Metal 1:
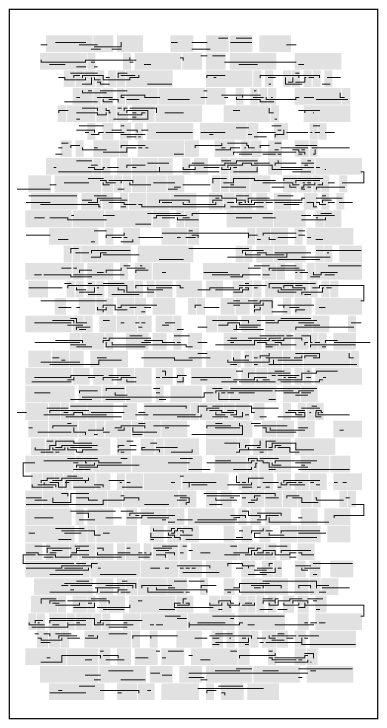
Metal 2:
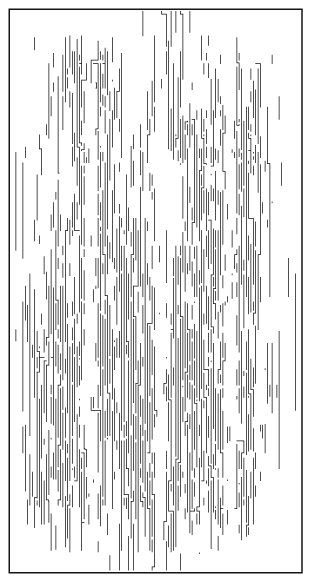
===== config.mk =====
export PLATFORM = sky130hd
export DESIGN_NAME = seg_scan_driver
export DESIGN_NICKNAME = d
export VERILOG_FILES = /design/src/rtl/seg_scan_driver.sv
export SDC_FILE = /design/constraint.sdc
export NUM_CORES = 1
export LEC_CHECK = 0
export ABC_AREA = 1
export CAP_MARGIN = 0
export CORE_ASPECT_RATIO = 2
export CORE_MARGIN = 2
export CORE_UTILIZATION = 51
export DETAILED_ROUTE_END_ITERATION = 6
export PLACE_DENSITY_LB_ADDON = 0.08
export SETUP_SLACK_MARGIN = 0.2
export SYNTH_ARGS = -nofsm -noshare
export SYNTH_HDL_FRONTEND = slang
export SYNTH_SLANG_ARGS = --single-unit

===== constraint.sdc =====
create_clock -name clk -period 1.43 [get_ports clk]
set_input_delay 0.2145 -clock clk [delete_from_list [all_inputs] [get_ports clk]]
set_output_delay 0.2145 -clock clk [all_outputs]
set_load 0.02 [all_outputs]

===== src/rtl/seg_scan_driver.sv =====
// seg_scan_driver
// Time-multiplexed scan driver in front of the seven-segment decoder.
// Keeps a per-digit {value, mode} buffer and walks one digit at a time.
// Each digit stays lit for SCAN_DIV-1 clocks, then gets one blank clock
// so the next digit does not ghost. Digits can blink for time-set editing.
//
// Ports
//   clk, rst          : system clock, synchronous active-high reset
//   wr_en/wr_addr     : write one buffer slot (out-of-range addresses ignored)
//   wr_value/wr_mode  : data for the write (mode 0 NUMBER, 1 ALPHABET)
//   clear             : blank every slot; a same-cycle write still lands
//   blink_mask        : digits to blank during the off phase of the blink
//   value/mode        : active digit's character, to the decoder
//   digit_en          : one-hot common enable, all zero in the gap cycle
//   frame_tick        : one-cycle pulse at the end of each full scan frame
module seg_scan_driver #(
    parameter int NUM_DIGITS   = 6,
    parameter int SCAN_DIV     = 1000,
    parameter int BLINK_FRAMES = 64
) (
    input  logic                  clk,
    input  logic                  rst,
    input  logic                  wr_en,
    input  logic [2:0]            wr_addr,
    input  logic [3:0]            wr_value,
    input  logic                  wr_mode,
    input  logic                  clear,
    input  logic [NUM_DIGITS-1:0] blink_mask,
    output logic [3:0]            value,
    output logic                  mode,
    output logic [NUM_DIGITS-1:0] digit_en,
    output logic                  frame_tick
);

    localparam int PCNT_W = $clog2(SCAN_DIV);
    localparam int IDX_W  = $clog2(NUM_DIGITS);
    localparam int BCNT_W = (BLINK_FRAMES > 1) ? $clog2(BLINK_FRAMES) : 1;

    localparam logic [PCNT_W-1:0] PCNT_LAST = PCNT_W'(SCAN_DIV - 1);
    localparam logic [IDX_W-1:0]  IDX_LAST  = IDX_W'(NUM_DIGITS - 1);
    localparam logic [BCNT_W-1:0] BCNT_LAST = BCNT_W'(BLINK_FRAMES - 1);

    logic [PCNT_W-1:0] pcnt_q, pcnt_d;
    logic [IDX_W-1:0]  idx_q, idx_d;
    logic [BCNT_W-1:0] bcnt_q, bcnt_d;
    logic              blink_phase_q, blink_phase_d;

    logic [NUM_DIGITS-1:0][3:0] slot_val_q, slot_val_d;
    logic [NUM_DIGITS-1:0]      slot_mode_q, slot_mode_d;

    logic [3:0]            value_q, value_d;
    logic                  mode_q, mode_d;
    logic [NUM_DIGITS-1:0] digit_en_q, digit_en_d;
    logic                  frame_tick_q, frame_tick_d;

    logic                  pcnt_wrap, frame_end;
    logic [3:0]            sel_val;
    logic                  sel_mode, sel_blink;
    logic [NUM_DIGITS-1:0] sel_onehot;

    always_comb begin
        pcnt_wrap = (pcnt_q == PCNT_LAST);
        frame_end = pcnt_wrap && (idx_q == IDX_LAST);

        pcnt_d = pcnt_wrap ? '0 : pcnt_q + 1'b1;

        idx_d = idx_q;
        if (pcnt_wrap)
            idx_d = (idx_q == IDX_LAST) ? '0 : idx_q + 1'b1;

        // Blink phase only moves on frame boundaries, never mid-digit.
        bcnt_d        = bcnt_q;
        blink_phase_d = blink_phase_q;
        if (frame_end) begin
            if (bcnt_q == BCNT_LAST) begin
                bcnt_d        = '0;
                blink_phase_d = ~blink_phase_q;
            end else begin
                bcnt_d = bcnt_q + 1'b1;
            end
        end

        // Clear first, then the write, so a colliding write wins its slot.
        slot_val_d  = slot_val_q;
        slot_mode_d = slot_mode_q;
        if (clear) begin
            slot_val_d  = '0;
            slot_mode_d = '1;
        end
        for (int i = 0; i < NUM_DIGITS; i++) begin
            if (wr_en && (wr_addr == 3'(i))) begin
                slot_val_d[i]  = wr_value;
                slot_mode_d[i] = wr_mode;
            end
        end

        // Mux by compare rather than direct index so non-power-of-two
        // digit counts never read past the buffer.
        sel_val    = 4'd0;
        sel_mode   = 1'b1;
        sel_blink  = 1'b0;
        sel_onehot = '0;
        for (int i = 0; i < NUM_DIGITS; i++) begin
            if (idx_q == IDX_W'(i)) begin
                sel_val       = slot_val_q[i];
                sel_mode      = slot_mode_q[i];
                sel_blink     = blink_mask[i];
                sel_onehot[i] = 1'b1;
            end
        end

        // Blinked digit shows alphabet space but keeps its enable, so the
        // scan duty cycle seen by the display never changes.
        value_d      = (blink_phase_q && sel_blink) ? 4'd0 : sel_val;
        mode_d       = (blink_phase_q && sel_blink) ? 1'b1 : sel_mode;
        digit_en_d   = (pcnt_q == '0) ? '0 : sel_onehot;
        frame_tick_d = frame_end;
    end

    always_ff @(posedge clk) begin
        if (rst) begin
            pcnt_q        <= '0;
            idx_q         <= '0;
            bcnt_q        <= '0;
            blink_phase_q <= 1'b0;
            slot_val_q    <= '0;
            slot_mode_q   <= '1;
            value_q       <= 4'd0;
            mode_q        <= 1'b1;
            digit_en_q    <= '0;
            frame_tick_q  <= 1'b0;
        end else begin
            pcnt_q        <= pcnt_d;
            idx_q         <= idx_d;
            bcnt_q        <= bcnt_d;
            blink_phase_q <= blink_phase_d;
            slot_val_q    <= slot_val_d;
            slot_mode_q   <= slot_mode_d;
            value_q       <= value_d;
            mode_q        <= mode_d;
            digit_en_q    <= digit_en_d;
            frame_tick_q  <= frame_tick_d;
        end
    end

    assign value      = value_q;
    assign mode       = mode_q;
    assign digit_en   = digit_en_q;
    assign frame_tick = frame_tick_q;

endmodule


==> run summary <==
Reg2reg end -> blink_phase_q$_SDFFE_PP0P_
Clk sinks -> 62
TNS Setup -> 0 ps
Place WS -> -252.1 ps
Pwr per Cell Area -> 830.1 nW/µm²
Post-synth EDFFs -> 0
Largest net degree at the start of global routing -> 29
Critical path arrival -> 1660 ps
CP top delay family -> simple AND/OR/NAND/NOR gates
Hold Path Sink -> slot_mode_q[3]$_SDFFE_PP1P_
GPL Wtd Cong -> 0.8615
First-pass GRT wire length -> 12490 µm
Routed len/inst -> 15.48 µm
Chip Width -> 56.98 µm
Hold buffers post-CTS -> 0
Routed wl met2 -> 4790 µm
Worst-Skew Late Latency -> 350 ps
Final Hold Vio Count -> 0
Chip area -> 6265 µm²
Port Buf Inserts -> 29
CTS Root Cell -> clkbuf_8
Mapped Area -> 2863 µm²
Tally of yosys warning messages -> 0
Top Layer Used -> met4
Cell accounting for the most synthesized area -> dfxtp_1
Synth cell count leaders -> 66 x nand2_1, 62 x dfxtp_1, 55 x inv_1
WP depth -> 8
Drt pass-1 iters -> 4
CP bufs+invs -> 1
Flop pwr share -> 50.1%
CTS Buf Count -> 9
Tightest Pin Transition -> 312.4 ps
Initial DRC Count -> 144
Share of cells above drive strength 1 -> 35.85%
Post-Route Skew -> 5.613 ps
Crit path DRT -> 1670 ps
Hold crit path type -> in2reg
Initial antenna violation count -> 0
Worst path cell trace -> ha_4 -> inv_4 -> nor3_4 -> nand3_2 -> nor2_4 -> nand2_2 -> xor2_1 -> nor2_2
Setup crit start kind -> flip-flop
Slowest-stage cell, CP -> dfxtp_2
Post-place instance area -> 3523 µm²
R2R Path Start -> pcnt_q[1]$_SDFF_PP0_
Vias per inst -> 5.499
WHS -> 356.3 ps
Vias in the first global route -> 2878
Clock Power Share -> 40.0%
Crit-path max cell delay -> 360 ps
Tool Warnings -> 30
Final setup fails -> 0
Met1 wire length -> 2911 µm
# H-tree levels -> 3
Status -> complete, no violations
Worst Slack Setup Final -> 2.767 ps
Back to the opening pictures, 'metal 1':
share of all routed wire: 34%
wire length on this layer: 2910 µm
longest straight run: 24.8 µm
nets with wire on the layer: 470
M1 GR Usage: 22.81%
WL final: 8529 µm
vias post-DR: 3030

Back to the opening pictures, 'metal 2':
main direction: vertical
longest straight run: 41.1 µm
wire length on this layer: 4790 µm

area by class of cell:
cell class | count | area (µm²)
sequential | 62 | 1266
tap | 60 | 75.07
clock buffer | 16 | 180.2
inverter | 64 | 250.2
fill | 394 | 1190
multi-input combinational | 260 | 1677
timing repair buffer | 89 | 782.0
cells by family (layout without fill, tap and decap cells):
family,count (synthesis),count (layout),synth area share (%)
buf+inv,76,169,10.53
simple gates,186,186,30.77
xor+xnor,3,3,0.9180
compound gates,67,67,12.67
fa+ha+maj,4,4,1.748
flops,62,62,43.36
stage by stage:
step           instances  util (%)
2_1_floorplan        398         -
4_1_cts              544     72.88
5_1_grt              551     78.05
3_5_place_dp         518     65.00
3_3_place_gp         518     65.00
6_report             551     78.05
what timing repair did:
item,in CTS,in global routing
resized,65,70
endpoints found under the setup margin,52,58
gates cloned,0,0
pin swaps,21,25
buffers inserted,10,7
cell usage in the layout (no fill, tap or decap), types with 12 or more instances in the layout:
cell type	n
buf_4	48
inv_1	46
o22ai_1	17
clkbuf_8	12
clkdlybuf4s50_1	13
a21oi_1	32
inv_2	13
nand3_1	29
nand2_1	49
dfxtp_1	52
nand2_2	15
nand3_2	13
nor2_1	32
power groups by stage:
| stage | Clock [µW] | Combinational, µW | Sequential (µW) |
|---|---|---|---|
| detailed placement | 0 | 284 | 1800 |
| global placement | 0 | 280 | 1800 |
| finish | 1410 | 345 | 1760 |
| global route | 1500 | 369 | 1760 |
| CTS | 1440 | 308 | 1760 |
| floorplan | 0 | 124 | 1810 |
state kept, by name (all words and copies together) (netlist names):
register / count
slot_val_q: 24
pcnt_q: 10
bcnt_q: 6
digit_en: 6
slot_mode_q: 6
value: 4
idx_q: 3
blink_phase_q: 1
frame_tick: 1
mode: 1
Power and IR drop assume default switching activity.
